Fig. 1: run 1, routed metal, one color a layer
Two of the layers only.
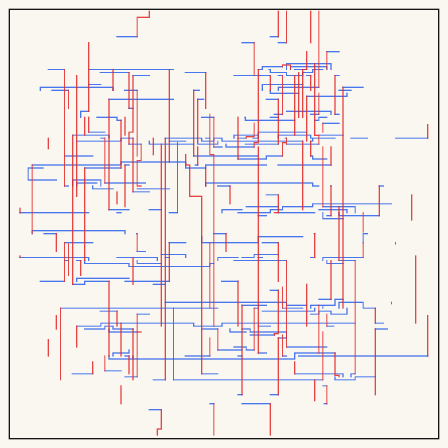
Fig. 2: run 1, floorplan with the power grid
Bar = 10 um. Pins as bars on the die edge. Tap cells in gray.
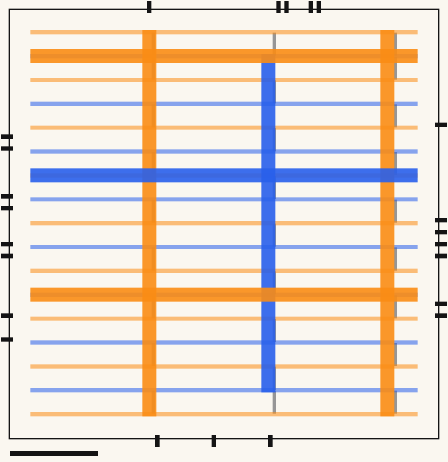
Fig. 3: run 1, track usage over the die
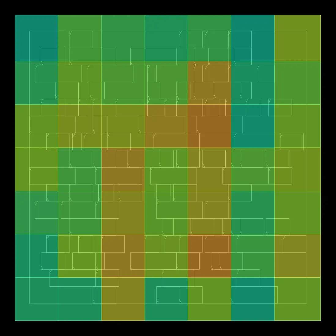
<file path="config.mk">
export PLATFORM = sky130hd
export DESIGN_NAME = pipe_stage_reg_flat
export DESIGN_NICKNAME = d
export VERILOG_FILES = /design/src/rtl/pipe_stage_reg_if.sv /design/src/rtl/pipe_stage_reg.sv /design/src/flat_wrapper.sv
export SDC_FILE = /design/constraint.sdc
export NUM_CORES = 1
export LEC_CHECK = 0
export CAP_MARGIN = 0
export CORE_MARGIN = 2
export CORE_UTILIZATION = 43
export CTS_BUF_LIST = sky130_fd_sc_hd__clkbuf_8
export DETAILED_ROUTE_END_ITERATION = 8
export PLACE_DENSITY = 0.74
export SETUP_SLACK_MARGIN = 0.1
export SLEW_MARGIN = 20
export SYNTH_ARGS = -nofsm -noshare
export SYNTH_HDL_FRONTEND = slang
export SYNTH_SLANG_ARGS = --single-unit
</file>
<file path="constraint.sdc">
create_clock -name clk -period 2.5 [get_ports clk]
set_input_delay 0.5 -clock clk [delete_from_list [all_inputs] [get_ports clk]]
set_output_delay 0.5 -clock clk [all_outputs]
set_load 0.05 [all_outputs]
</file>
<file path="src/rtl/pipe_stage_reg_if.sv">
// Handshake bundle for pipe_stage_reg: upstream valid/ready/data and downstream valid/ready/data.
// master drives the payload and out_ready; slave is the stage itself.
interface pipe_stage_reg_if #(
  parameter int unsigned WIDTH = 8
);
  logic             in_valid;
  logic             in_ready;
  logic [WIDTH-1:0] in_data;
  logic             out_valid;
  logic             out_ready;
  logic [WIDTH-1:0] out_data;

  modport master (
    output in_valid, in_data, out_ready,
    input  in_ready, out_valid, out_data
  );

  modport slave (
    input  in_valid, in_data, out_ready,
    output in_ready, out_valid, out_data
  );
endinterface

</file>
<file path="src/rtl/pipe_stage_reg.sv">
// Skid-buffered pipeline register: main register feeds out_data, skid register absorbs one beat.
// Optional stall counter enabled by defining PIPE_STAGE_REG_STATS_EN.
module pipe_stage_reg #(
  parameter int unsigned         WIDTH       = 8,
  parameter logic [WIDTH-1:0]    RESET_VALUE = '0,
  parameter int unsigned         CNT_W       = 16
) (
  input  logic                   clk,
  input  logic                   reset,
  input  logic                   flush,
`ifdef PIPE_STAGE_REG_STATS_EN
  output logic [CNT_W-1:0]       stall_cnt,
`endif
  pipe_stage_reg_if.slave        bus
);

  typedef enum logic [1:0] {StEmpty, StFull, StSkid} state_e;

  state_e           state_q, state_d;
  logic [WIDTH-1:0] main_q, main_d;
  logic [WIDTH-1:0] skid_q, skid_d;
  logic             in_ready_q;
  logic             up_xfer, dn_xfer;

  assign bus.in_ready  = in_ready_q;
  assign bus.out_valid = (state_q != StEmpty);
  assign bus.out_data  = main_q;

  assign up_xfer = bus.in_valid & in_ready_q;
  assign dn_xfer = bus.out_valid & bus.out_ready;

  always_comb begin
    state_d = state_q;
    main_d  = main_q;
    skid_d  = skid_q;
    unique case (state_q)
      StEmpty: begin
        if (up_xfer) begin
          state_d = StFull;
          main_d  = bus.in_data;
        end
      end
      StFull: begin
        if (up_xfer && dn_xfer) begin
          main_d = bus.in_data;
        end else if (up_xfer) begin
          state_d = StSkid;
          skid_d  = bus.in_data;
        end else if (dn_xfer) begin
          state_d = StEmpty;
        end
      end
      StSkid: begin
        if (bus.out_ready) begin
          state_d = StFull;
          main_d  = skid_q;
        end
      end
      default: state_d = StEmpty;
    endcase
    // Flush only drops occupancy; the data registers keep their contents.
    if (flush) begin
      state_d = StEmpty;
      main_d  = main_q;
      skid_d  = skid_q;
    end
  end

  always_ff @(posedge clk) begin
    if (!reset) begin
      state_q    <= StEmpty;
      main_q     <= RESET_VALUE;
      skid_q     <= RESET_VALUE;
      in_ready_q <= 1'b1;
    end else begin
      state_q    <= state_d;
      main_q     <= main_d;
      skid_q     <= skid_d;
      in_ready_q <= (state_d != StSkid);
    end
  end

`ifdef PIPE_STAGE_REG_STATS_EN
  logic [CNT_W-1:0] stall_q;

  // Saturating count of cycles a valid payload waits on the consumer; flush does not clear it.
  always_ff @(posedge clk) begin
    if (!reset) begin
      stall_q <= '0;
    end else if (bus.out_valid && !bus.out_ready && (stall_q != '1)) begin
      stall_q <= stall_q + {{(CNT_W-1){1'b0}}, 1'b1};
    end
  end

  assign stall_cnt = stall_q;
`endif

endmodule

</file>
<file path="src/flat_wrapper.sv">
// flat-port wrapper written by rule: the top's interface ports become plain ports
module pipe_stage_reg_flat 
#(
  parameter int unsigned         WIDTH       = 8,
  parameter logic [WIDTH-1:0]    RESET_VALUE = '0,
  parameter int unsigned         CNT_W       = 16
)
  (clk, reset, flush, bus_in_valid, bus_in_data, bus_out_ready, bus_in_ready, bus_out_valid, bus_out_data);
  pipe_stage_reg_if #(.WIDTH(WIDTH)) bus_i ();
  input  logic clk;
  input  logic reset;
  input  logic flush;
  input wire logic [$bits(bus_i.in_valid)-1:0] bus_in_valid;
  input wire logic [$bits(bus_i.in_data)-1:0] bus_in_data;
  input wire logic [$bits(bus_i.out_ready)-1:0] bus_out_ready;
  output wire logic [$bits(bus_i.in_ready)-1:0] bus_in_ready;
  output wire logic [$bits(bus_i.out_valid)-1:0] bus_out_valid;
  output wire logic [$bits(bus_i.out_data)-1:0] bus_out_data;
  assign bus_i.in_valid = bus_in_valid;
  assign bus_i.in_data = bus_in_data;
  assign bus_i.out_ready = bus_out_ready;
  assign bus_in_ready = bus_i.in_ready;
  assign bus_out_valid = bus_i.out_valid;
  assign bus_out_data = bus_i.out_data;
  pipe_stage_reg #(.WIDTH(WIDTH), .RESET_VALUE(RESET_VALUE), .CNT_W(CNT_W)) u_core (.clk(clk), .reset(reset), .flush(flush), .bus(bus_i));
endmodule
</file>
==> flow_summary.toml, run 1 <==
# yosys + openroad results
[final_timing]
worst-slew-pin-transition_ns = 0.555
setup-tns-final_ns = 0
slew_headroom_pct = 62.9
rsz0062_at_grt = "false"
min_period_ns = 2.11
hold_ws_ns = 0.497
max_freq_ghz = 0.474
hold_viol = 0
clock_skew_ns = 0.00406

[critical_path]
reg2reg_depth = 4
cp_cell_sequence = "or2_2, clkdlybuf4s50_1"
cp_max_fo = 7
critPathCaptureType = "output pin"
cp_slowest_cell = "clkdlybuf4s50_1"
critPathArrivalTime_ns = 1.61
critPathLaunch = "u_core.state_q[1]$_SDFF_PN0_"
critPathLaunchType = "flip-flop"
r2r_end = "u_core.skid_q[7]$_SDFFE_PN0P_"
reg2reg_from = "u_core.bus.in_ready$_SDFF_PN1_"
cp_slowest_stage_delay_ns = 0.70
worstSetupPathType = "flip-flop to output pin"
reg2reg_slack_ns = 1.07
crit_buf_inv = 1

[placement]
numPlacedInstances = 126
io_buffer_count = 22
place_hpwl_um = 1070
place.gp.congestion = 0.805
place_area_mm2 = 0.00109

[final_layout]
ff_latch_area_um2 = 380
instances_no_fill = 130
areaGrowthSynthToFinish_pct = 31.4
n_fill_cell = 188
buffers = 23
sh_seq_area_pct = 33.6
layout.nonclk_buf_share_pct = 20.1
fin_nets = 117
n_all_inverters = 1
clk_share_pct = 4.09
biggestCellCategory = "multi-input combinational cells"
antenna-diode-count = 0
comb_share_pct = 38.9

[yosys]
ys_seq_share_pct = 44.1
ys_top_cells_by_count = "19 x dfxtp_1, 16 x mux2i_1, 9 x nand2_1"
yosys_cells = 81
logic_family = "simple AND/OR/NAND/NOR gates"
syn_area_um2 = 862
synthTopCellsByArea = "dfxtp_1 44%, mux2i_1 19%, o211a_1 9.3%"
yosys.area.top_type = "dfxtp_1"
syn_area_per_cell_um2 = 10.6
ff_type = "dfxtp_1"
top_area_share_pct = 44.1
yosysWarnings = 0
ys_sh_aoi_pct = 12.8
ys_sh_simple_pct = 18.7
top_cell = "dfxtp_1"
ys_area_um2 = 862

[floorplanning]
fp_util_pct = 44.9
fp.dieH_um = 48.8
die_width_um = 48.8
ios = 23

[routing]
wl_met1_um = 716
drt_iter0_drc = 4
vias_per_cell = 4.86
drt_wl_total_um = 1500
wl_met3_um = 73
dr.pass1.iters = 2
ant_nets = 0
dr_wl_met2_um = 706

[clock_network]
cts_buffers = 3
clock_sinks = 19
post_cts_buffers = 0
holdBufCountCts = 0
clockBufferDepth = 2
cts_root_buf = "clkbuf_8"

[power]
p_leak_nw = 0.598
p_comb_mw = 0.125
powerDensity_mw_per_mm2 = 580
p_seq_share_pct = 49.0
power_frac_clock_pct = 32.0
vdd_ir_drop_max_mv = 0.352

[flow_run]
cap_violations = 0
tool_warnings = 26

[grt]
use_met1_pct = 18.0
grt_pass1_vias = 609
antenna_found_initial = 0
overflow = 0

[outcome]
status = "finished clean"

[min_path]
holdCritStartpoint = "u_core.bus.out_data[4]$_SDFFE_PN0P_"
hold_class = "flip-flop to flip-flop"
## Picture notes: Fig. 1
legend:
  blue:
    layer: metal 1
    wire_length: 717 um
  red:
    layer: metal 2
    wire_length: 706 um

## Picture notes: Fig. 2
legend:
  orange:
    net: VSS
  blue:
    net: VDD
rows: 16
met5 straps: 3
signal pins: 23
tap cells: 27

## Picture notes: Fig. 3
mean routed wirelength per cell: 11.5 um
grt peak-use layer: met2

-- run 1: kinds of logic (layout without fill, tap and decap cells) --
group                     Yosys count  after routing
and+or+nand+nor                    27             27
buffers and inverters               6             28
muxes                              16             16
xor gates and xnor gates            1              1
AOI/OAI and AO/OA                  12             12
DFF                                19             19
-- run 1: flip-flops by register name, indices dropped and copies added (netlist names) --
name / cells
u_core.skid_q: 8
u_core.state_q: 2
u_core.bus.out_data: 8
u_core.bus.in_ready: 1
-- run 1: cell usage in the layout (no fill, tap or decap), drive strengths merged --
master and n:
clkbuf 3, o211a 8, nor3 1, dfxtp 19
nand2 9, nor2b 8, xnor2 1, o21ai 2
inv 1, nand3b 1, or2 1, nand4bb 1
clkdlybuf4s50 22, nand4b 1, or4 1, mux2i 16
and3b 1, o21a 1, a31oi 1, nand2b 3
buf 1, clkinv 1
Fig. 4: run 1, layout detail
Window x 24 to 49, y 0 to 25 um. Cells in gray, sequential cells in the stronger gray; small squares are vias.
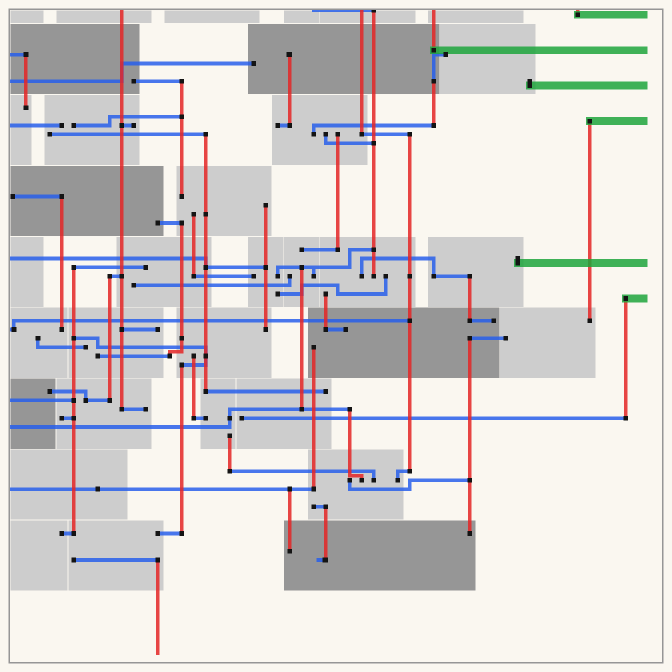

==> run 2, diff against run 1 <==
PLACE_DENSITY = 0.77   (was 0.74)
clock period = 1.7 ns   (was 2.5 ns; I/O delays follow)
Fig. 5: run 2, layout detail
Window x 24 to 49, y 0 to 25 um. Cells in gray, sequential cells in the stronger gray; small squares are vias.
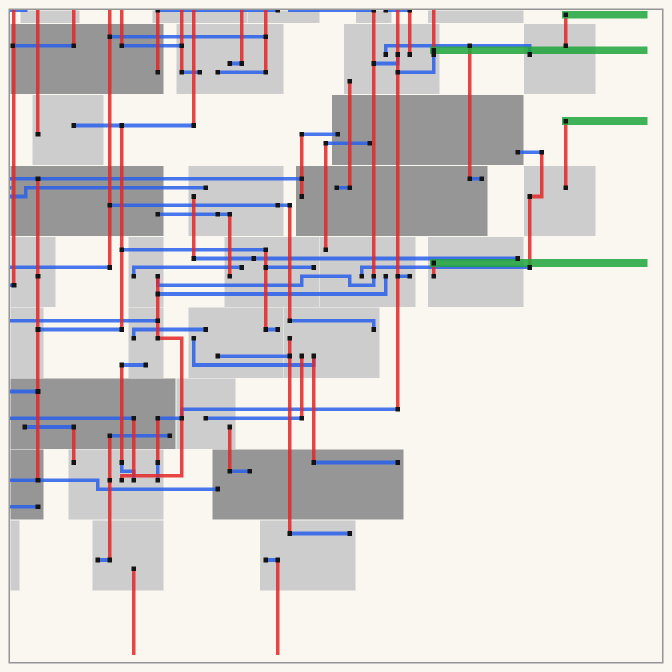
legend:
  blue:
    layer: metal 1
  green:
    layer: metal 3
  red:
    layer: metal 2
netlist names of flops here include: u_core.bus.out_data (3), u_core.skid_q (3)
most frequent: dfxtp_1 (6), mux2i_1 (4), buf_4 (4)
cells with their middle in the window: 23
sequential cells in the window: 6

==> flow_summary.toml, run 2 <==
# yosys + openroad results
[floorplanning]
ios = 23
die_width_um = 48.8
fp.dieH_um = 48.8
fp_util_pct = 44.9

[power]
power_frac_clock_pct = 32.0
p_comb_mw = 0.193
vdd_ir_drop_max_mv = 0.495
powerDensity_mw_per_mm2 = 833
p_seq_share_pct = 48.3
p_leak_nw = 0.657
switchingPower_mw = 0.269

[yosys]
syn_inst = 81
top_cell = "dfxtp_1"
ys_area_um2 = 862
ys_top_cells_by_count = "19 x dfxtp_1, 16 x mux2i_1, 9 x nand2_1"
ys_sh_simple_pct = 18.7
top_area_share_pct = 44.1
syn_area_um2 = 862
ff_type = "dfxtp_1"
yosys.area.top_type = "dfxtp_1"
logic_family = "simple AND/OR/NAND/NOR gates"
yosysWarnings = 0
yosys_cells = 81
syn_area_per_cell_um2 = 10.6
ys_seq_share_pct = 44.1
ys_sh_aoi_pct = 12.8
synthTopCellsByArea = "dfxtp_1 44%, mux2i_1 19%, o211a_1 9.3%"

[routing]
wl_met1_um = 801
vias_per_cell = 5.04
dr_wl_met2_um = 793
dr_total_vias = 696
ant_nets = 0
drt_wl_total_um = 1710
wl_met3_um = 107
drt_iter0_drc = 11
wl_per_cell_um = 12.4
dr.pass1.iters = 4

[critical_path]
worstSetupPathType = "input pin to flip-flop"
cp_max_fo = 10
critPathLaunchType = "input pin"
cp_slowest_stage_delay_ns = 0.54
critPathArrivalTime_ns = 1.71
reg2reg_from = "u_core.state_q[1]$_SDFF_PN0_"
reg2reg_slack_ns = 0.30
critPathCaptureType = "flip-flop"
critPathLaunch = "bus_out_ready"
cp_slowest_cell = "clkdlybuf4s50_1"
cp_cell_sequence = "clkdlybuf4s50_1, buf_4, nand3b_1, a31oi_2, buf_4, nand2_1, o211a_1"

[final_layout]
biggestCellCategory = "multi-input combinational cells"
final_core_util_pct = 61.3
sh_seq_area_pct = 32.4
clock_buffers = 3
ff_latch_area_um2 = 382
clk_share_pct = 3.93
instances_no_fill = 138
n_fill_cell = 174
antenna-diode-count = 0
buffers = 30
layout.nonclk_buf_share_pct = 21.9
fin_nets = 125
n_all_inverters = 1
lay_top_cells = "18 x buf_4, 18 x dfxtp_1, 16 x mux2i_1"

[placement]
place_hpwl_um = 1170
numPlacedInstances = 133
place.gp.congestion = 0.757
io_buffer_count = 22
place_area_mm2 = 0.00111
place_ws_ns = -0.211

[final_timing]
worst-slew-pin-transition_ns = 0.217
min_period_ns = 1.56
max_freq_ghz = 0.641
clock_skew_ns = 0.000278
rsz0062_at_grt = "true"
hold_ws_ns = 0.503
hold_viol = 0

[clock_network]
clockBufferDepth = 2
cts_root_buf = "clkbuf_8"
post_cts_buffers = 0
clock_latency_ns = 0.25
clock_sinks = 19
holdBufCountCts = 0
cts_buffers = 3

[min_path]
holdCritStartpoint = "u_core.bus.out_data[6]$_SDFFE_PN0P_"
hold_class = "flip-flop to flip-flop"

[grt]
grt_pass1_vias = 589
grt.busiest_layer = "met2"
antenna_found_initial = 0
overflow = 0

[outcome]
status = "finished clean"

[flow_run]
tool_warnings = 27
cap_violations = 0
Fig. 6: run 2, routed metal, one color a layer
Two of the layers only.
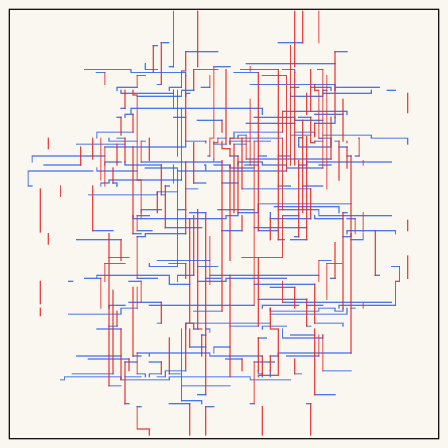
legend:
  blue:
    layer: metal 1
    wire_length: 802 um
  red:
    layer: metal 2
    wire_length: 794 um

==> run 2: repair_timing <==
| action | in CTS | in global routing |
|---|---|---|
| cloned | 0 | 1 |
| resized | 0 | 3 |
| setup endpoints to repair | 8 | 3 |
| pin swaps | 1 | 1 |
==> run 2: worst paths after layout <==
kind | endpoint | cells past startpoint
worst max-delay path | u_core.bus.out_data[2]$_SDFFE_PN0P_ | 7
worst min-delay path | u_core.bus.out_data[6]$_SDFFE_PN0P_ | 1
worst min register to register | u_core.bus.out_data[6]$_SDFFE_PN0P_ | 1
worst max register to register | u_core.skid_q[2]$_SDFFE_PN0P_ | 4
==> run 2: worst max-delay path, delay by kind of cell <==
family	cells	cell delay, ns
AND-OR/OR-AND	2	0.30
buffers and inverters	3	0.89
AND/OR/NAND/NOR	2	0.17
==> run 3, diff against run 2 <==
CTS_CLUSTER_SIZE = 10   (was not set)
SLEW_MARGIN = 0   (was 20)
Fig. 7: run 3, layout detail
Window x 24 to 49, y 0 to 25 um. Cells in gray, sequential cells in the stronger gray; small squares are vias.
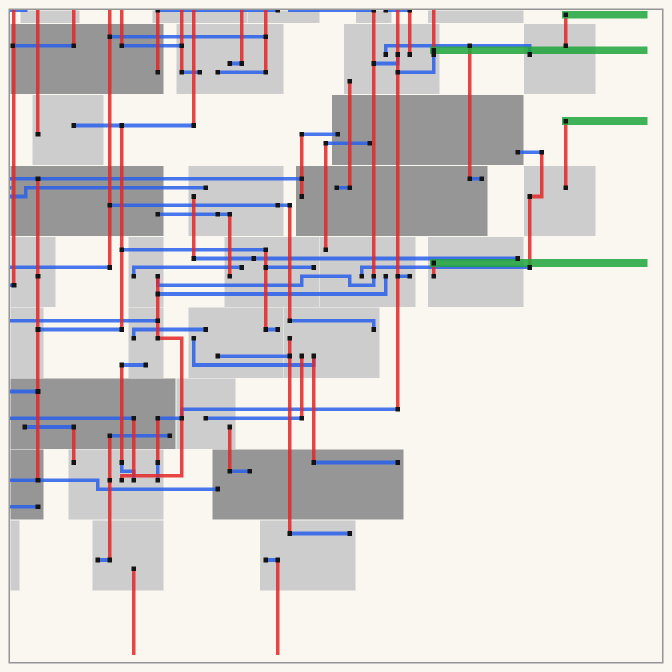
legend:
  red:
    layer: metal 2
  green:
    layer: metal 3
  blue:
    layer: metal 1
most frequent: dfxtp_1 (6), mux2i_1 (4), buf_4 (4)
netlist names of flops here include: u_core.bus.out_data (3), u_core.skid_q (3)
sequential cells in the window: 6
cells with their middle in the window: 23

==> flow_summary.toml, run 3 <==
# yosys + openroad results
[power]
p_leak_nw = 0.657
powerDensity_mw_per_mm2 = 833
p_comb_mw = 0.193
p_seq_share_pct = 48.3
power_frac_clock_pct = 32.0
vdd_ir_drop_max_mv = 0.495
switchingPower_mw = 0.269

[placement]
place_hpwl_um = 1170
place_area_mm2 = 0.00111
numPlacedInstances = 133
io_buffer_count = 22
place_ws_ns = -0.211
place.gp.congestion = 0.757

[floorplanning]
nWellTaps = 27
fp.dieH_um = 48.8
fp_util_pct = 44.9
ios = 23
die_width_um = 48.8

[clock_network]
post_cts_buffers = 0
cts_resized = 0
clockBufferDepth = 2
clk_pin_slew_worst_paths_ns = 0.07
cts_buffers = 3
clock_sinks = 19
holdBufCountCts = 0

[final_layout]
layout.nonclk_buf_share_pct = 21.9
lay_top_cells = "18 x buf_4, 18 x dfxtp_1, 16 x mux2i_1"
instances_no_fill = 138
n_all_inverters = 1
clock_buffers = 3
clk_share_pct = 3.93
antenna-diode-count = 0
n_fill_cell = 174
biggestCellCategory = "multi-input combinational cells"
buffers = 30
fin_nets = 125

[yosys]
yosys.area.top_type = "dfxtp_1"
ys_sh_aoi_pct = 12.8
syn_inst = 81
synth.net_count = 94
yosys_cells = 81
logic_family = "simple AND/OR/NAND/NOR gates"
ys_sh_simple_pct = 18.7
top_cell = "dfxtp_1"
ys_top_cells_by_count = "19 x dfxtp_1, 16 x mux2i_1, 9 x nand2_1"
synthTopCellsByArea = "dfxtp_1 44%, mux2i_1 19%, o211a_1 9.3%"
syn_area_per_cell_um2 = 10.6
ys_area_um2 = 862
yosysWarnings = 0
ff_type = "dfxtp_1"
top_area_share_pct = 44.1
ys_seq_share_pct = 44.1

[critical_path]
crit_buf_inv = 3
cp_max_fo = 10
worstSetupPathType = "input pin to flip-flop"
crit_family = "buffers and inverters"
cp_slowest_stage_delay_ns = 0.54
cp_cell_sequence = "clkdlybuf4s50_1, buf_4, nand3b_1, a31oi_2, buf_4, nand2_1, o211a_1"
critPathArrivalTime_ns = 1.71
critPathLaunchType = "input pin"
critPathCaptureType = "flip-flop"

[routing]
wl_per_cell_um = 12.4
vias_per_cell = 5.04
wl_met1_um = 801
drt_iter0_drc = 11
drt_wl_total_um = 1710
wl_met3_um = 107

[final_timing]
min_period_ns = 1.56
hold_ws_ns = 0.503
worst-slew-pin-transition_ns = 0.217
max_freq_ghz = 0.641
drv_slew = 0
rsz0062_at_grt = "true"
hold_viol = 0

[min_path]
hold_class = "flip-flop to flip-flop"

[outcome]
status = "finished clean"

[flow_run]
tool_warnings = 27
cap_violations = 0

[grt]
grt.busiest_layer = "met2"
Fig. 8: run 3, sequential cells colored by netlist name
Other sequential cells in the stronger gray, the rest of the logic in the fainter gray.
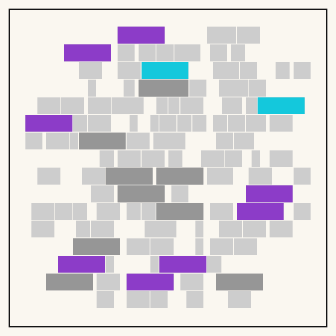
legend:
  purple:
    name_in_the_netlist: u_core.bus.out_data
    flops: 8
    where: all over the die
  cyan:
    name_in_the_netlist: u_core.state_q
    flops: 2
not colored: 9
Seq area share: 32.4%
Util after Layout: 61.3%
sequential power: 0.474 mW
register area: 382 um2

[run 3: cell counts in the layout (fill, tap and decap cells not counted)]
No cell type changed its count.
[run 3: worst paths after layout]
kind	endpoint	slack, ns	cells past startpoint	from
max	u_core.bus.out_data[2]$_SDFFE_PN0P_	0.14	7	bus_out_ready
min	u_core.bus.out_data[6]$_SDFFE_PN0P_	0.50	1	u_core.bus.out_data[6]$_SDFFE_PN0P_
max reg2reg	u_core.skid_q[2]$_SDFFE_PN0P_	0.30	4	u_core.state_q[1]$_SDFF_PN0_
min reg2reg	u_core.bus.out_data[6]$_SDFFE_PN0P_	0.50	1	u_core.bus.out_data[6]$_SDFFE_PN0P_
Power figures rest on the tool's default switching activity, not on a simulated workload.
